## src/rtl/mem_arb_pkg.sv

```systemverilog
`default_nettype none
// ============================================================================
//  Module   : mem_arb_pkg
//  Brief    : Shared state/grant encodings and defaults for the memory arbiter.
//  Revision : 1.0
// ============================================================================
package mem_arb_pkg;

  typedef enum logic [1:0] {
    IDLE = 2'd0,
    INST = 2'd1,
    DATA = 2'd2,
    RESP = 2'd3
  } state_t;

  typedef enum logic {
    GNT_INST = 1'b0,
    GNT_DATA = 1'b1
  } gnt_t;

  localparam int         c_TIMEOUT_CYCLES_DEFAULT = 255;
  localparam logic [3:0] c_FETCH_MASK             = 4'hF;

endpackage
`default_nettype wire

```

## src/rtl/mem_arb_wdog.sv

```systemverilog
`default_nettype none
// ============================================================================
//  Module   : mem_arb_wdog
//  Brief    : Memory response watchdog; flags expiry after LIMIT busy cycles.
//  Revision : 1.0
// ============================================================================
module mem_arb_wdog
  import mem_arb_pkg::*;
#(
  parameter int LIMIT = c_TIMEOUT_CYCLES_DEFAULT
) (
  input  logic clk,
  input  logic reset_n,
  input  logic clear,
  input  logic count_en,
  output logic expired
);

  localparam int                 c_WIDTH = (LIMIT > 1) ? $clog2(LIMIT) : 1;
  localparam logic [c_WIDTH-1:0] c_LAST  = c_WIDTH'(LIMIT - 1);

  logic [c_WIDTH-1:0] r_count;

  always_ff @(posedge clk or negedge reset_n) begin
    if (!reset_n) begin
      r_count <= '0;
    end else if (clear) begin
      r_count <= '0;
    end else if (count_en && !expired) begin
      r_count <= r_count + c_WIDTH'(1);
    end
  end

  // Expires during the LIMIT-th busy cycle so RESP follows immediately.
  assign expired = count_en && (r_count == c_LAST);

endmodule
`default_nettype wire

```

## src/rtl/mem_arbiter.sv

```systemverilog
`default_nettype none
// ============================================================================
//  Module   : mem_arbiter
//  Brief    : Round-robin fetch/data arbiter onto one shared memory port.
//             Define MEM_ARB_TIMEOUT_EN to add the response watchdog/op_mem_err.
//  Revision : 1.0
// ============================================================================
module mem_arbiter
  import mem_arb_pkg::*;
#(
  parameter int TIMEOUT_CYCLES = c_TIMEOUT_CYCLES_DEFAULT
) (
  input  logic        clk,
  input  logic        reset_n,
  input  logic        ip_inst_rd,
  input  logic [31:0] ip_inst_addr,
  output logic        op_inst_valid,
  output logic [31:0] op_inst_data,
  input  logic        ip_data_rd,
  input  logic        ip_data_wr,
  input  logic [31:0] ip_data_addr,
  input  logic [3:0]  ip_data_mask,
  input  logic [31:0] ip_data_wdata,
  output logic        op_data_valid,
  output logic [31:0] op_data_rdata,
  output logic        op_mem_rd,
  output logic        op_mem_wr,
  output logic [31:0] op_mem_addr,
  output logic [3:0]  op_mem_mask,
  output logic [31:0] op_mem_wdata,
  input  logic        ip_mem_valid,
  input  logic [31:0] ip_mem_rdata
`ifdef MEM_ARB_TIMEOUT_EN
  ,
  output logic        op_mem_err
`endif
);

  state_t      r_state;
  state_t      w_state_next;
  gnt_t        r_last_gnt;
  gnt_t        w_gnt_sel;
  logic        w_grant;
  logic        w_resp_load;
  logic        w_timeout_hit;
  logic        w_busy;
  logic        w_data_req;
  logic        w_expired;
  logic [31:0] w_resp_word;

  logic [31:0] r_addr;
  logic [31:0] r_wdata;
  logic [3:0]  r_mask;
  logic        r_rd;
  logic        r_wr;
  logic [31:0] r_inst_data;
  logic [31:0] r_data_rdata;

  assign w_data_req = ip_data_rd | ip_data_wr;
  assign w_busy     = (r_state == INST) || (r_state == DATA);

`ifdef MEM_ARB_TIMEOUT_EN
  logic r_mem_err;

  mem_arb_wdog #(
    .LIMIT   (TIMEOUT_CYCLES)
  ) u_wdog (
    .clk     (clk),
    .reset_n (reset_n),
    .clear   (w_grant),
    .count_en(w_busy),
    .expired (w_expired)
  );

  always_ff @(posedge clk or negedge reset_n) begin
    if (!reset_n) begin
      r_mem_err <= 1'b0;
    end else begin
      r_mem_err <= w_timeout_hit;
    end
  end

  assign op_mem_err = r_mem_err;
`else
  assign w_expired = 1'b0;
`endif

  always_ff @(posedge clk or negedge reset_n) begin
    if (!reset_n) begin
      r_state <= IDLE;
    end else begin
      r_state <= w_state_next;
    end
  end

  always_comb begin
    w_state_next  = r_state;
    w_grant       = 1'b0;
    w_gnt_sel     = r_last_gnt;
    w_resp_load   = 1'b0;
    w_timeout_hit = 1'b0;
    case (r_state)
      IDLE: begin
        // On contention the requester that did not win last time goes first.
        if (w_data_req && ip_inst_rd) begin
          w_grant   = 1'b1;
          w_gnt_sel = (r_last_gnt == GNT_INST) ? GNT_DATA : GNT_INST;
        end else if (w_data_req) begin
          w_grant   = 1'b1;
          w_gnt_sel = GNT_DATA;
        end else if (ip_inst_rd) begin
          w_grant   = 1'b1;
          w_gnt_sel = GNT_INST;
        end
        if (w_grant) begin
          w_state_next = (w_gnt_sel == GNT_DATA) ? DATA : INST;
        end
      end
      INST, DATA: begin
        if (ip_mem_valid) begin
          w_resp_load  = 1'b1;
          w_state_next = RESP;
        end else if (w_expired) begin
          w_timeout_hit = 1'b1;
          w_state_next  = RESP;
        end
      end
      RESP:    w_state_next = IDLE;
      default: w_state_next = IDLE;
    endcase
  end

  // Request is frozen into the holding registers at the grant edge.
  always_ff @(posedge clk or negedge reset_n) begin
    if (!reset_n) begin
      r_last_gnt <= GNT_INST;
      r_addr     <= '0;
      r_wdata    <= '0;
      r_mask     <= '0;
      r_rd       <= 1'b0;
      r_wr       <= 1'b0;
    end else if (w_grant) begin
      r_last_gnt <= w_gnt_sel;
      if (w_gnt_sel == GNT_DATA) begin
        r_addr  <= ip_data_addr;
        r_wdata <= ip_data_wdata;
        r_mask  <= ip_data_mask;
        r_rd    <= ip_data_rd;
        r_wr    <= ip_data_wr;
      end else begin
        r_addr  <= ip_inst_addr;
        r_wdata <= '0;
        r_mask  <= c_FETCH_MASK;
        r_rd    <= 1'b1;
        r_wr    <= 1'b0;
      end
    end
  end

  // Writes and timeouts return a zero word.
  assign w_resp_word = (w_timeout_hit || r_wr) ? 32'h0 : ip_mem_rdata;

  always_ff @(posedge clk or negedge reset_n) begin
    if (!reset_n) begin
      r_inst_data  <= '0;
      r_data_rdata <= '0;
    end else if (w_resp_load || w_timeout_hit) begin
      if (r_last_gnt == GNT_INST) begin
        r_inst_data <= w_resp_word;
      end else begin
        r_data_rdata <= w_resp_word;
      end
    end
  end

  assign op_inst_valid = (r_state == RESP) && (r_last_gnt == GNT_INST);
  assign op_data_valid = (r_state == RESP) && (r_last_gnt == GNT_DATA);
  assign op_inst_data  = r_inst_data;
  assign op_data_rdata = r_data_rdata;

  assign op_mem_rd    = w_busy & r_rd;
  assign op_mem_wr    = w_busy & r_wr;
  assign op_mem_mask  = w_busy ? r_mask : 4'h0;
  assign op_mem_addr  = r_addr;
  assign op_mem_wdata = r_wdata;

endmodule
`default_nettype wire

```

## config.mk

```make
export PLATFORM = sky130hd
export DESIGN_NAME = mem_arbiter
export DESIGN_NICKNAME = d
export VERILOG_FILES = /design/src/rtl/mem_arb_pkg.sv /design/src/rtl/mem_arb_wdog.sv /design/src/rtl/mem_arbiter.sv
export SDC_FILE = /design/constraint.sdc
export NUM_CORES = 1
export LEC_CHECK = 0
export ABC_AREA = 1
export CAP_MARGIN = 20
export CORE_UTILIZATION = 25
export CTS_BUF_LIST = sky130_fd_sc_hd__clkbuf_8
export CTS_CLUSTER_DIAMETER = 120
export CTS_CLUSTER_SIZE = 12
export DETAILED_ROUTE_END_ITERATION = 7
export PLACE_DENSITY = 0.49
export SYNTH_ARGS = -nofsm -noshare
export SYNTH_HDL_FRONTEND = slang
export SYNTH_HIERARCHICAL = 1
export SYNTH_SLANG_ARGS = --single-unit
```

## constraint.sdc

```tcl
create_clock -name clk -period 3.7 [get_ports clk]
set_input_delay 0.74 -clock clk [delete_from_list [all_inputs] [get_ports clk]]
set_output_delay 0.74 -clock clk [all_outputs]
set_load 0.02 [all_outputs]
```

==> images/zoom.png <==
Window x 66 to 96, y 99 to 129 um. Cells in grey, sequential cells in the stronger grey; small squares are vias.
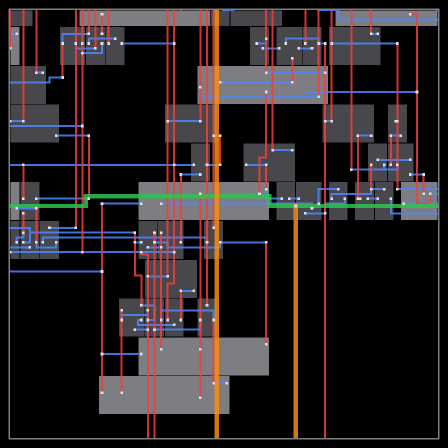
red -> met2
green -> met3
orange -> met4
blue -> met1
cells with their middle in the window = 36
sequential cells in the window = 4
netlist names of flops here include = `op_data_rdata` (2), `r_mask` (2)
most frequent = nand2_1 (8), nor2_1 (7), clkdlybuf4s50_1 (7)

==> images/met1.png <==
Drawn at 2 px/um. Supply wires on this layer in grey.
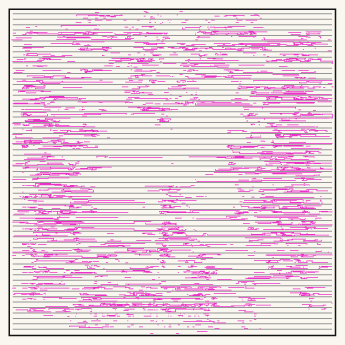
wire length on this layer = 9190 um
longest straight run = 49.7 um
main direction = horizontal
nets with wire on the layer = 1081

==> summary.txt <==
impl run done, here's what came out: Hold Vio Cnt, Final 0, CP arrival 2.19 ns, register area 0.003428 mm^2, Top power group combinational cells, dpl ws 1.013 ns, # diodes 0, Top cells excl fill/tap clkdlybuf4s50_1 (272), nand2_1 (213), inv_1 (175), Worst path slowest cell clkdlybuf4s50_1, Tmin final 2.928 ns, deepest clock path buffer count 2, DP Area 0.009458 mm^2, yosys aoi share 5.780%, Signal buffers 284, crit path setup slack, layout 0.7722 ns, top comb family, area simple AND/OR/NAND/NOR gates, Crit path top cell by count inv_1, via count 5972, synthesized instance count 833, CTS Buf Count 17, post-cts hold buffer count 0, GR peak layer met2, Post-CTS Setup Bufs 0, PortBufs 273, Root Buffer clkbuf_8, first-pass GRT wire length 33040 um, Post-synth regs 137, Rows 58, top cells by count nand2_1 (214), inv_1 (175), dfrtp_1 (137), grt met3 use 5.679%, non-clock inverter count 178, CP Cell Sequence inv_1 > ha_1 > nand2_1 > inv_1 > clkdlybuf4s50_1, DPL Wire Length 13840 um, Core Util, Final 39.01%, initial antenna violation count 0, reg2reg path depth 6, height of the die 162.4 um, number of enable flip-flop cells 0, syn nets 974, Layout fillers 2708, R2R Setup Slk 1.48 ns, unrepaired setup endpoints after global routing false, #MultiIn Comb 471, post-route cell area 0.009824 mm^2, Die Area 0.02636 mm^2, most frequent logic cell in the layout clkdlybuf4s50_1, area grow syn2layout 52.82%, overall power 0.008520 W, Tcrit/Tclk final 79.13%, met2 usage 26.09%, Die Width 162.4 um, Max rail drop VDD 0.0004960 V, top_reg_cell synth dfrtp_1, post-synthesis async set-or-reset flop share 100.0%, NetSw 0.003857 W, Sw Ratio 45.27%, Total GRT Usage 16.15%, I/O Pins 274, CP Max Fanout 7, final WL 20500 um, status complete, no violations, FP Core Util 25.53%, Core ar. 0.02518 mm^2, Slew Limit Fails 0, tool warning count 28, fraction of area in clock buffers and inverters 3.732%, Worst R2R Start r_state[0]$_DFFE_PN0P_, met3 wire len 1728 um, pwr/cell area 867.2 mW/mm^2, library cells used by synthesis 19, Slew @ Worst Pin 0.8033 ns, Non-Clock Buffer Area Fraction 29.13%, MUX share of area 0%, max frequency 341.6 MHz, adder-cell share of the synthesized area 0.5839%, Setup crit end kind primary output, clk slew on worst S/H paths 0.09 ns, GPL Wtd Cong 0.7516, CP Class flip-flop to primary output, DP Cell Count 1400, Final Hold Slack 0.3434 ns, DRC errors left 0, Clock group 0.00119 W, most frequent cell after synthesis nand2_1, R2R Path End op_data_rdata[17]$_DFFE_PN0P_, tap cells 330, Setup TNS 0 ns, Synth area leader dfrtp_1, largest net degree at the start of global routing 80, met1 GRT Util 20.63%, clock power share 13.9%, WL/cell 14.31 um, Non-Filler Instances 1432, Max Used Layer met4, cell internal pwr 0.004663 W, max incr delay on CP 0.61 ns, sequential cell area share 34.90%, P_leak 4.861 nW, Post-synth seq share 53.33%, post-DR vias/cell 4.170, gr ovfl total 0, combinational share of power 56.1%, top cells, area dfrtp_1 (53%), nand2_1 (12%), nand3_1 (10%), sequential fraction of design power 29.9%, Mapped Avg Cell Area 7.717 um^2
Power and IR drop assume default switching activity.
